===== src/rtl/uart_pkg.sv =====
// Shared types and helpers for the parametrised UART receiver.
package uart_pkg;

  typedef enum logic [1:0] {
    NONE = 2'd0,
    EVEN = 2'd1,
    ODD  = 2'd2
  } parity_mode_e;

  typedef enum logic [2:0] {
    IDLE   = 3'd0,
    START  = 3'd1,
    DATA   = 3'd2,
    PARITY = 3'd3,
    STOP   = 3'd4
  } rx_state_e;

  // Two-out-of-three vote used for mid-bit noise rejection.
  function automatic logic MAJ3(input logic a, input logic b, input logic c);
    return (a & b) | (a & c) | (b & c);
  endfunction

endpackage


===== src/rtl/bit_sampler.sv =====
// Input synchroniser, per-bit sample counter and 3-sample majority vote.
module bit_sampler import uart_pkg::*; #(
  parameter int CLKS_PER_BIT = 868,
  parameter int SYNC_STAGES  = 2
) (
  input  logic clock,
  input  logic reset_n,
  input  logic i_rx,
  input  logic i_cnt_clr,    // hold the counter at 0 (receiver idle)
  output logic o_rx_s,       // synchronised line level
  output logic o_bit_strobe, // vote is valid this cycle (cnt = MID+1)
  output logic o_bit_end,    // last cycle of the bit (cnt wraps next)
  output logic o_bit_val     // majority-voted bit value
);

  localparam int CNT_W = $clog2(CLKS_PER_BIT);
  localparam int MID   = CLKS_PER_BIT / 2;
  localparam logic [CNT_W-1:0] C_MID_M1 = CNT_W'(MID - 1);
  localparam logic [CNT_W-1:0] C_MID    = CNT_W'(MID);
  localparam logic [CNT_W-1:0] C_MID_P1 = CNT_W'(MID + 1);
  localparam logic [CNT_W-1:0] C_LAST   = CNT_W'(CLKS_PER_BIT - 1);

  logic [SYNC_STAGES-1:0] r_sync;
  logic [CNT_W-1:0]       r_cnt;
  logic                   r_s0;
  logic                   r_s1;
  logic                   w_rx_s;

  assign w_rx_s = r_sync[SYNC_STAGES-1];

  // Synchroniser chain; resets to the idle (mark) level so reset never looks like a start bit.
  always_ff @(posedge clock or negedge reset_n) begin
    if (!reset_n) r_sync <= '1;
    else          r_sync <= {r_sync[SYNC_STAGES-2:0], i_rx};
  end

  // Sample counter: 0..CLKS_PER_BIT-1 per bit, held at 0 while idle.
  always_ff @(posedge clock or negedge reset_n) begin
    if (!reset_n)             r_cnt <= '0;
    else if (i_cnt_clr)       r_cnt <= '0;
    else if (r_cnt == C_LAST) r_cnt <= '0;
    else                      r_cnt <= r_cnt + 1'b1;
  end

  // Capture the two early samples; the third is the live line at MID+1.
  always_ff @(posedge clock or negedge reset_n) begin
    if (!reset_n) begin
      r_s0 <= 1'b1;
      r_s1 <= 1'b1;
    end else begin
      if (r_cnt == C_MID_M1) r_s0 <= w_rx_s;
      if (r_cnt == C_MID)    r_s1 <= w_rx_s;
    end
  end

  assign o_rx_s       = w_rx_s;
  assign o_bit_strobe = (r_cnt == C_MID_P1);
  assign o_bit_end    = (r_cnt == C_LAST);
  assign o_bit_val    = MAJ3(r_s0, r_s1, w_rx_s);

endmodule


===== src/rtl/uart_rx_param.sv =====
// Parametrised UART receiver: frame FSM plus valid/ready output register.
module uart_rx_param import uart_pkg::*; #(
  parameter int CLKS_PER_BIT = 868,
  parameter int DATA_BITS    = 8,
  parameter int PARITY_MODE  = 0,
  parameter int STOP_BITS    = 1,
  parameter int SYNC_STAGES  = 2
) (
  input  logic                 clock,
  input  logic                 reset_n,
  input  logic                 rx_i,
  output logic [DATA_BITS-1:0] data_o,
  output logic                 valid_o,
  input  logic                 ready_i,
  output logic                 parity_err_o,
  output logic                 frame_err_o,
  output logic                 overrun_o,
  output logic                 busy_o
);

  // Handshake: a word transfers in any cycle where valid_o && ready_i at the
  // rising clock edge; valid_o, data_o and the error flags are held stable
  // until that transfer, and a transfer plus a new load may share one cycle.

  localparam int IDX_W = $clog2(DATA_BITS + 1);
  localparam logic [IDX_W-1:0] LAST_DATA = IDX_W'(DATA_BITS - 1);
  localparam logic [IDX_W-1:0] LAST_STOP = IDX_W'(STOP_BITS - 1);
  localparam parity_mode_e PMODE = parity_mode_e'(PARITY_MODE);

  rx_state_e            r_state;
  rx_state_e            w_next;
  logic                 w_rx_s;
  logic                 w_strobe;
  logic                 w_end;
  logic                 w_bit_val;
  logic                 w_cnt_clr;
  logic                 w_shift;
  logic                 w_pchk;
  logic                 w_stop_vote;
  logic                 w_done;
  logic                 w_par_bad;
  logic                 w_frm_final;
  logic                 r_armed;
  logic [IDX_W-1:0]     r_idx;
  logic [DATA_BITS-1:0] r_shift;
  logic                 r_par;
  logic                 r_par_err;
  logic                 r_frm_err;
  logic [DATA_BITS-1:0] r_data;
  logic                 r_valid;
  logic                 r_perr_q;
  logic                 r_ferr_q;
  logic                 r_ovr;

  bit_sampler #(
    .CLKS_PER_BIT(CLKS_PER_BIT),
    .SYNC_STAGES (SYNC_STAGES)
  ) u_sampler (
    .clock       (clock),
    .reset_n     (reset_n),
    .i_rx        (rx_i),
    .i_cnt_clr   (w_cnt_clr),
    .o_rx_s      (w_rx_s),
    .o_bit_strobe(w_strobe),
    .o_bit_end   (w_end),
    .o_bit_val   (w_bit_val)
  );

  // State register.
  always_ff @(posedge clock or negedge reset_n) begin
    if (!reset_n) r_state <= IDLE;
    else          r_state <= w_next;
  end

  // Next-state logic; the frame ends at the last stop bit's vote, not its wrap.
  always_comb begin
    w_next = r_state;
    unique case (r_state)
      IDLE:   if (r_armed && !w_rx_s) w_next = START;
      START: begin
        if (w_strobe && w_bit_val) w_next = IDLE;
        else if (w_end)            w_next = DATA;
      end
      DATA:   if (w_end && (r_idx == LAST_DATA)) w_next = (PMODE != NONE) ? PARITY : STOP;
      PARITY: if (w_end) w_next = STOP;
      STOP:   if (w_strobe && (r_idx == LAST_STOP)) w_next = IDLE;
      default: w_next = IDLE;
    endcase
  end

  // Per-state control strobes for the datapath and output register.
  always_comb begin
    w_cnt_clr   = (r_state == IDLE);
    w_shift     = (r_state == DATA)   && w_strobe;
    w_pchk      = (r_state == PARITY) && w_strobe;
    w_stop_vote = (r_state == STOP)   && w_strobe;
    w_done      = w_stop_vote && (r_idx == LAST_STOP);
    w_par_bad   = r_par ^ w_bit_val ^ (PMODE == ODD);
    w_frm_final = r_frm_err | ~w_bit_val;
  end

  // Frame datapath: shift register, bit index, running parity and pending errors.
  always_ff @(posedge clock or negedge reset_n) begin
    if (!reset_n) begin
      r_armed   <= 1'b0;
      r_idx     <= '0;
      r_shift   <= '0;
      r_par     <= 1'b0;
      r_par_err <= 1'b0;
      r_frm_err <= 1'b0;
    end else begin
      if (r_state == IDLE) begin
        if (w_rx_s) r_armed <= 1'b1;
        if (w_next == START) begin
          r_idx     <= '0;
          r_par     <= 1'b0;
          r_par_err <= 1'b0;
          r_frm_err <= 1'b0;
        end
      end
      if (w_shift) begin
        r_shift <= {w_bit_val, r_shift[DATA_BITS-1:1]};
        r_par   <= r_par ^ w_bit_val;
      end
      if (w_end) begin
        case (r_state)
          DATA:    r_idx <= (r_idx == LAST_DATA) ? '0 : r_idx + 1'b1;
          PARITY:  r_idx <= '0;
          STOP:    r_idx <= r_idx + 1'b1;
          default: r_idx <= r_idx;
        endcase
      end
      if (w_pchk && w_par_bad)         r_par_err <= 1'b1;
      if (w_stop_vote && !w_bit_val)   r_frm_err <= 1'b1;
      // A completed frame disarms until the line is seen high again (break guard).
      if (w_done)                      r_armed   <= 1'b0;
    end
  end

  // Output register: load on completion if free or being drained, else flag overrun.
  always_ff @(posedge clock or negedge reset_n) begin
    if (!reset_n) begin
      r_data   <= '0;
      r_valid  <= 1'b0;
      r_perr_q <= 1'b0;
      r_ferr_q <= 1'b0;
      r_ovr    <= 1'b0;
    end else begin
      r_ovr <= 1'b0;
      if (w_done) begin
        if (!r_valid || ready_i) begin
          r_data   <= r_shift;
          r_perr_q <= r_par_err;
          r_ferr_q <= w_frm_final;
          r_valid  <= 1'b1;
        end else begin
          r_ovr <= 1'b1;
        end
      end else if (r_valid && ready_i) begin
        r_valid <= 1'b0;
      end
    end
  end

  assign data_o       = r_data;
  assign valid_o      = r_valid;
  assign parity_err_o = r_perr_q;
  assign frame_err_o  = r_ferr_q;
  assign overrun_o    = r_ovr;
  assign busy_o       = (r_state != IDLE);

endmodule


===== config.mk =====
export PLATFORM = sky130hd
export DESIGN_NAME = uart_rx_param
export DESIGN_NICKNAME = d
export VERILOG_FILES = /design/src/rtl/uart_pkg.sv /design/src/rtl/bit_sampler.sv /design/src/rtl/uart_rx_param.sv
export SDC_FILE = /design/constraint.sdc
export NUM_CORES = 1
export LEC_CHECK = 0
export ABC_CLOCK_PERIOD_IN_PS = 2000
export CAP_MARGIN = 20
export CORE_UTILIZATION = 48
export DETAILED_ROUTE_END_ITERATION = 8
export GPL_TIMING_DRIVEN = 0
export PLACE_DENSITY = 0.7
export SLEW_MARGIN = 20
export SYNTH_ARGS = -nofsm -noshare
export SYNTH_HDL_FRONTEND = slang
export SYNTH_HIERARCHICAL = 1
export SYNTH_SLANG_ARGS = --single-unit

===== constraint.sdc =====
create_clock -name clock -period 2 [get_ports clock]
set_input_delay 0.2 -clock clock [delete_from_list [all_inputs] [get_ports clock]]
set_output_delay 0.2 -clock clock [all_outputs]
set_load 0.01 [all_outputs]

==> deck_impl_summary.md, run 1 <==
Key Metrics from the Run

Cells and area
  • Multi-input gate area: 0.001122 sq mm
  • Top reg by flops: u_sampler/r_cnt
  • Fillers: 313
  • Clk tree area frac: 0.03155
  • Post-route cell area: 0.002855 sq mm
  • Seq area share: 0.3983
  • Buffering overhead: 0.1376

Placed design
  • Dpl hpwl: 2847 um
  • Final GP Congestion: 0.8176

Yosys
  • Seq share, synth: 0.5216
  • Average size of a mapped cell: 11.41 sq um
  • Dominant flop cell: dfrtp_1
  • Ys async rst share: 1.000
  • Yosys warns: 6

Die
  • Die extent in y: 69.21 um
  • Tapcell count: 52
  • Die span in x: 69.21 um

Global route
  • Global-route wire length before repair: 7527 um
  • Met1 Use GR: 0.2534

Critical path
  • CP max FO: 3
  • Critical path's slowest cell: or4b_4
  • Crit path launch type: flip-flop
  • Worst EP arrival: 2.22 ns
  • Worst path max stage delay: 0.50 ns
  • CP Capture Type: flip-flop

Clock network
  • H-tree depth: 2
  • Worst skew pair latency: 0.29 ns
  • Num CTS Buffers: 5

Power
  • Leak pwr: 1.288 nW
  • Power Internal: 1.398 mW

Status
  • Outcome: finished with violations
  • Failing checks: negative setup slack

Final timing
  • Worst Tran Pin Value: 0.4710 ns
  • Max Freq: 491.0 MHz
  • Final worst slack: -0.03648 ns
  • Setup Skew: 0.004305 ns
  • Final setup viols: 12

Hold path
  • Hold crit path type: in2async

Detailed routing
  • Drt drc: 0
  • Met1 wire length: 2060 um
Run 1, met1 routing:
Scale: 6 px per um. Supply wires on this layer in gray. Cells faint in the background.
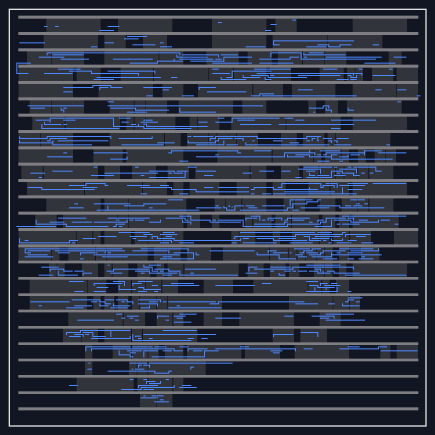
- longest straight run: 25.8 um
- main direction: horizontal
- wire length on this layer: 2,060 um
via count of the routed design: 1,633
final wirelength: 4711 um

Run 1, metal 2:
Scale: 6 px per um.
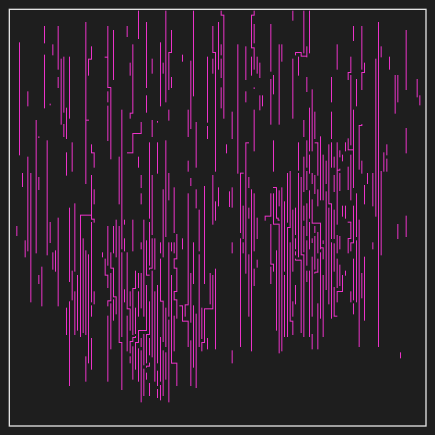
- main direction: vertical
- nets with wire on the layer: 220

Run 1, met3 routing:
Scale: 8 px per um. Cells faint in the background.
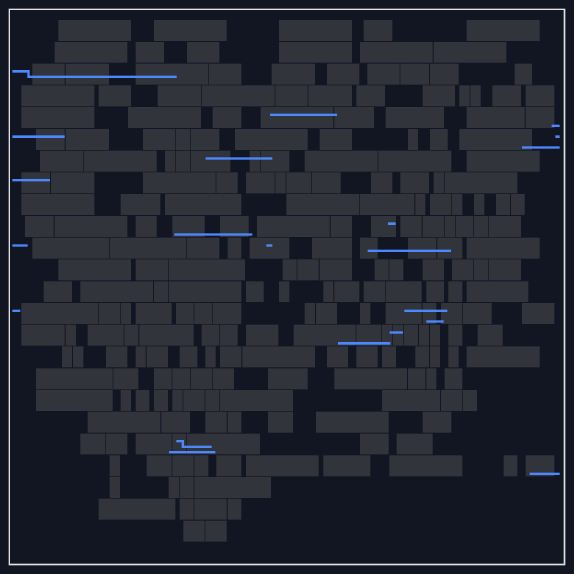
- wire length on this layer: 104 um
- longest straight run: 18.4 um
- share of all routed wire: 2.2%
- main direction: horizontal
met3 Track Usage GR: 0.03924

## Run 2: what changed since run 1
- CAP_MARGIN: 20 -> 10
- CORE_UTILIZATION: 48 -> 35
- PLACE_DENSITY: 0.7 -> not set
Run 2, routing congestion:
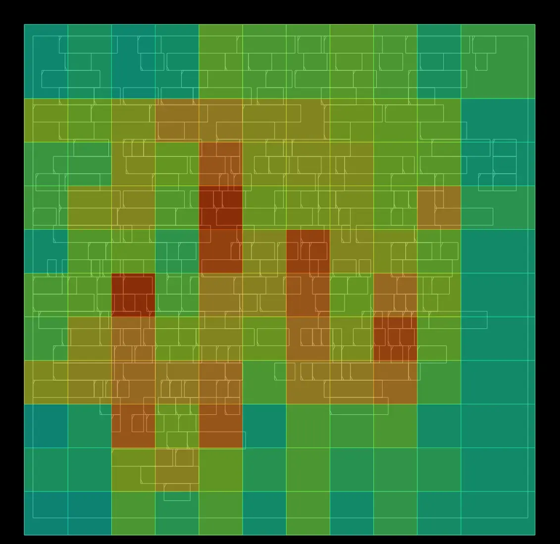
met2 Usage GRT: 0.2110
met3 Track Usage GR: 0.03409

==> deck_impl_summary.md, run 2 <==
Key Metrics from the Run

Critical path
  • Worst path max stage delay: 0.51 ns (about the same)
  • Crit path launch type: flip-flop
  • Critical path's slowest cell: or4b_1
  • CP Capture Type: flip-flop
  • Worst EP arrival: 2.31 ns (+0.09 ns)
  • CP max FO: 5 (+2)

Cells and area
  • Clk tree area frac: 0.03054 (-0.001010)
  • Seq area share: 0.3975 (-0.0008659)
  • Multi-input gate area: 0.001095 sq mm (-2.5%)
  • Post-route cell area: 0.002868 sq mm (+0.44%)
  • Buffering overhead: 0.1418 (+0.004199)
  • Top reg by flops: u_sampler/r_cnt

Global route
  • Met1 Use GR: 0.1901 (-0.06332)
  • Global-route wire length before repair: 6762 um (-10%)

Die
  • Die span in x: 80.71 um (+17%)
  • Die extent in y: 80.71 um (+17%)

Clock network
  • Num CTS Buffers: 5 (unchanged)
  • H-tree depth: 2 (unchanged)

Placed design
  • Final GP Congestion: 0.7370 (-9.9%)

Final timing
  • Setup Skew: 0.008901 ns (+0.004596 ns)
  • Final worst slack: -0.09091 ns (-0.05443 ns)
  • Final setup viols: 6 (-6)
  • Max Freq: 478.3 MHz (-2.6%)

Power
  • Power Internal: 1.395 mW (-0.15%)

Yosys
  • Dominant flop cell: dfrtp_1
  • Seq share, synth: 0.5216 (unchanged)
  • Ys async rst share: 1.000 (unchanged)
  • Yosys warns: 6 (unchanged)

Status
  • Failing checks: negative setup slack
  • Outcome: finished with violations

Detailed routing
  • Via count of the routed design: 1,585 (-2.9%)
  • Met1 wire length: 2131 um (+3.4%)

Hold path
  • Hold crit path type: in2reg
Power figures rest on the tool's default switching activity, not on a simulated workload.
